### Clock network drawn from the DEF

Scale: 4 px per um.
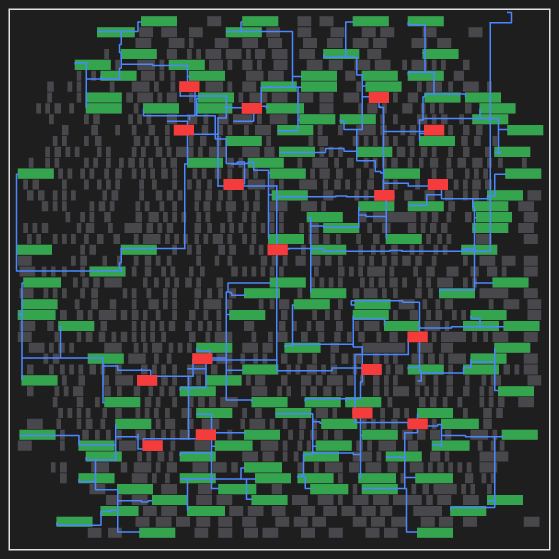
### Met2 routing

Scale: 3 px per um. Cells faint in the background.
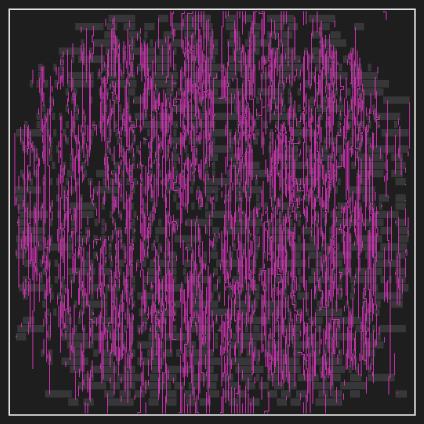
`config.mk`:
```
export PLATFORM = sky130hd
export DESIGN_NAME = rtc_gen_flat
export DESIGN_NICKNAME = d
export VERILOG_FILES = /design/src/rtl/rtc_gen_if.sv /design/src/rtl/rtc_gen.sv /design/src/flat_wrapper.sv
export SDC_FILE = /design/constraint.sdc
export NUM_CORES = 1
export LEC_CHECK = 0
export ABC_AREA = 1
export CAP_MARGIN = 15
export CELL_PAD_IN_SITES_DETAIL_PLACEMENT = 1
export CELL_PAD_IN_SITES_GLOBAL_PLACEMENT = 1
export CORE_MARGIN = 1
export CORE_UTILIZATION = 45
export CTS_BUF_LIST = sky130_fd_sc_hd__clkbuf_4 sky130_fd_sc_hd__clkbuf_8
export DETAILED_ROUTE_END_ITERATION = 16
export PLACE_DENSITY_LB_ADDON = 0.3
export SYNTH_ARGS = -nofsm -noshare
export SYNTH_HDL_FRONTEND = slang
export SYNTH_SLANG_ARGS = --single-unit
```
`constraint.sdc`:
```
create_clock -name clk -period 4.5 [get_ports clk]
set_clock_uncertainty 0.2 [all_clocks]
set_input_delay 1.35 -clock clk [delete_from_list [all_inputs] [get_ports clk]]
set_output_delay 1.35 -clock clk [all_outputs]
set_load 0.005 [all_outputs]
```
`src/rtl/rtc_gen_if.sv`:
```
// rtc_gen_if: valid/ready register bus shared by the CLINT and the rtc_gen block.
//   valid    request valid (master -> slave)
//   address  request byte address (master -> slave)
//   wdata    write data (master -> slave)
//   wstrb    write strobe, all ones = write, anything else = read (master -> slave)
//   rdata    registered read data (slave -> master)
//   ready    one-cycle response pulse (slave -> master)
`timescale 1ns/1ps
interface rtc_gen_if #(
    parameter int ADDR_W = 32,
    parameter int DATA_W = 32
);
    logic                valid;
    logic [ADDR_W-1:0]   address;
    logic [DATA_W-1:0]   wdata;
    logic [DATA_W/8-1:0] wstrb;
    logic [DATA_W-1:0]   rdata;
    logic                ready;

    modport master (
        output valid, address, wdata, wstrb,
        input  rdata, ready
    );

    modport slave (
        input  valid, address, wdata, wstrb,
        output rdata, ready
    );
endinterface

```
`src/rtl/rtc_gen.sv`:
```
// rtc_gen: phase-accumulator generator for the 32.768 kHz real-time clock that
// feeds the CLINT rt_clk pin. Every system clock the accumulator advances by INC
// and the accumulator MSB becomes rt_clk, so f_rt = f_clk * INC / 2^ACC_W.
// Rising edges of rt_clk are counted in TICKS.
// Ports:
//   clk      system clock, all logic on posedge
//   reset    asynchronous, active-low reset
//   bus      register bus slave (CTRL, INC, ACC, TICKS selected by address[3:2])
//   rt_clk   generated real-time clock, straight from a flop
//   rt_tick  one-cycle pulse coincident with each rt_clk rise
`timescale 1ns/1ps
module rtc_gen #(
    parameter int          ADDR_W      = 32,
    parameter int          DATA_W      = 32,
    parameter int          ACC_W       = 32,
    parameter logic [31:0] INC_DEFAULT = 32'h0015798F,
    parameter bit          EN_DEFAULT  = 1'b1
) (
    input  logic     clk,
    input  logic     reset,
    rtc_gen_if.slave bus,
    output logic     rt_clk,
    output logic     rt_tick
);

    typedef enum logic [1:0] {
        REG_CTRL  = 2'd0,
        REG_INC   = 2'd1,
        REG_ACC   = 2'd2,
        REG_TICKS = 2'd3
    } reg_sel_t;

    logic              enable;
    logic [ACC_W-1:0]  inc;
    logic [ACC_W-1:0]  acc;
    logic [ACC_W-1:0]  acc_next;
    logic [31:0]       ticks;
    logic [DATA_W-1:0] rd_val;
    reg_sel_t          sel;
    logic              wr;
    logic              wr_ctrl;
    logic              wr_inc;
    logic              tick_clr;
    logic              acc_run;
    logic              unused_addr;

    // Only address[3:2] selects a register; the rest of the address is ignored.
    assign unused_addr = ^{bus.address[ADDR_W-1:4], bus.address[1:0]};

    // Decode the request. A write of enable=0 stops accumulation in the same
    // cycle, so the accumulator is forced to zero instead of advancing.
    always_comb begin
        sel      = reg_sel_t'(bus.address[3:2]);
        wr       = bus.valid && (bus.wstrb == {(DATA_W/8){1'b1}});
        wr_ctrl  = wr && (sel == REG_CTRL);
        wr_inc   = wr && (sel == REG_INC);
        tick_clr = wr_ctrl && bus.wdata[1];
        acc_run  = enable && !(wr_ctrl && !bus.wdata[0]);
        acc_next = acc_run ? acc + inc : '0;
    end

    // Read mux sees the register values before this cycle's update.
    always_comb begin
        rd_val = '0;
        case (sel)
            REG_CTRL:  rd_val[0]         = enable;
            REG_INC:   rd_val[ACC_W-1:0] = inc;
            REG_ACC:   rd_val[ACC_W-1:0] = acc;
            REG_TICKS: rd_val[31:0]      = ticks;
            default:   rd_val            = '0;
        endcase
    end

    // Registers, accumulator and edge detect. rt_tick is computed from the
    // next rt_clk so it rises in the same cycle as rt_clk; TICKS then counts
    // it one cycle later, with a clear request taking priority.
    always_ff @(posedge clk or negedge reset) begin
        if (!reset) begin
            enable    <= EN_DEFAULT;
            inc       <= INC_DEFAULT[ACC_W-1:0];
            acc       <= '0;
            rt_clk    <= 1'b0;
            rt_tick   <= 1'b0;
            ticks     <= '0;
            bus.rdata <= '0;
            bus.ready <= 1'b0;
        end else begin
            bus.ready <= bus.valid;
            if (bus.valid) begin
                bus.rdata <= rd_val;
            end
            if (wr_ctrl) begin
                enable <= bus.wdata[0];
            end
            if (wr_inc) begin
                inc <= bus.wdata[ACC_W-1:0];
            end
            acc     <= acc_next;
            rt_clk  <= acc_next[ACC_W-1];
            rt_tick <= acc_next[ACC_W-1] & ~rt_clk;
            if (tick_clr) begin
                ticks <= '0;
            end else if (rt_tick) begin
                ticks <= ticks + 32'd1;
            end
        end
    end

endmodule

```
`src/flat_wrapper.sv`:
```
// flat-port wrapper written by rule: the top's interface ports become plain ports
module rtc_gen_flat 
#(
    parameter int          ADDR_W      = 32,
    parameter int          DATA_W      = 32,
    parameter int          ACC_W       = 32,
    parameter logic [31:0] INC_DEFAULT = 32'h0015798F,
    parameter bit          EN_DEFAULT  = 1'b1
)
  (clk, reset, rt_clk, rt_tick, bus_valid, bus_address, bus_wdata, bus_wstrb, bus_rdata, bus_ready);
  rtc_gen_if #(.ADDR_W(ADDR_W), .DATA_W(DATA_W)) bus_i ();
  input  logic clk;
  input  logic reset;
  output logic rt_clk;
  output logic rt_tick;
  input wire logic [$bits(bus_i.valid)-1:0] bus_valid;
  input wire logic [$bits(bus_i.address)-1:0] bus_address;
  input wire logic [$bits(bus_i.wdata)-1:0] bus_wdata;
  input wire logic [$bits(bus_i.wstrb)-1:0] bus_wstrb;
  output wire logic [$bits(bus_i.rdata)-1:0] bus_rdata;
  output wire logic [$bits(bus_i.ready)-1:0] bus_ready;
  assign bus_i.valid = bus_valid;
  assign bus_i.address = bus_address;
  assign bus_i.wdata = bus_wdata;
  assign bus_i.wstrb = bus_wstrb;
  assign bus_rdata = bus_i.rdata;
  assign bus_ready = bus_i.ready;
  rtc_gen #(.ADDR_W(ADDR_W), .DATA_W(DATA_W), .ACC_W(ACC_W), .INC_DEFAULT(INC_DEFAULT), .EN_DEFAULT(EN_DEFAULT)) u_core (.clk(clk), .reset(reset), .bus(bus_i), .rt_clk(rt_clk), .rt_tick(rt_tick));
endmodule
```
==> out/results.env <==
AREA_DELTA_SYNTH_FINAL_PCT=18.27
INVERTERS=133
GP_ROUTABILITY_CONGESTION=0.8718
WORSTSKEWPAIRLATENCY_PS=460
FINALNETCOUNT=1195
FAILING_CHECKS='DRC'
POST_SYNTH_MAIN_AREA_CONTRIBUTORS='dfrtp_1, nand2_1, mux2_2'
PLACE.DETAILED.HPWL_UM=19150
FP_NETS=1114
SETUP.WORST_PATH.START_CLASS='flop'
YOSYS_WARNINGS=0
DR_WL_MET3_UM=1070
DETAIL_ROUTE.WIRELENGTH.MET1_UM=11700
SYN_AREA_UM2=7930
OPENROAD.WARNINGS=56
TIMING.HOLD.WORST_PATH_DEPTH=1
LARGEST_CELL_CLASS='multi-input combinational cells'
GRT_BUSIEST_LAYER='met2'
INSTANCES_NO_FILL=1329
CRIT_FANOUT=11
YOSYS.STAT.SEQSHARE_PCT=41.56
AREA.SHARE.COMBINATIONAL_PCT=43.08
CTS-RESIZED-GATES=0
GRT_MAX_DEGREE=59
DETAILED_PLACE.AREA_UM2=8967
MAXUSEDROUTINGLAYER='met4'
TOTALNEGATIVESETUPSLACK_PS=0
CP_SLOWEST_STAGE_DELAY_PS=630
DP.CELLS=1297
FIN_CRIT_SH_PCT=71.67
REGISTER_AREA_UM2=3296
TAPS=225
FLOORPLAN.DIE.HEIGHT_UM=134.8
RUN_STATUS='complete, but fails checks'
POWER.NET_SWITCHING_W=0.0008790
RELSLEWSLACK_PCT=52.02
POSTCTSHOLDBUFS=0
SEQUENTIALPOWER_W=0.00139
YOSYSTOPAREACELLSHARE_PCT=36.92
MOST_COMMON_LOGIC_CELL_IN_THE_ROUTED_DESIGN='nand2_1'
RSZ0062_AT_GRT='false'
TOTAL_POWER_W=0.002983
CELL_DEPTH_OF_THE_WORST_SETUP_PATH=1
VIA_DENSITY_PER_INSTANCE=5.548
POWER_COMBINATIONAL_W=0.000534
WORST_EP_REQUIRED_TIME_PS=2950
DRC=1
MAX_CAP_VIOLATIONS=0
SYNTH.CELLMIX.SIMPLESHARE_PCT=24.98
About 'Clock network drawn from the DEF':
[flip-flops] green | count: 131
[clock wires] blue | length: 1890 um
[clock drivers] red | count: 17
flops lie: spread over the die
routed clock nets: 18
power in the clock group: 0.00106 W
share of total power in the clock network: 35.6%

About 'Met2 routing':
nets with wire on the layer: 1062
longest straight run: 45.9 um
Global Route met2 Usage: 49.48%
detailed-route via count: 7373
total wire length after detailed routing: 25680 um

Power is estimated from default activity; no workload was simulated.
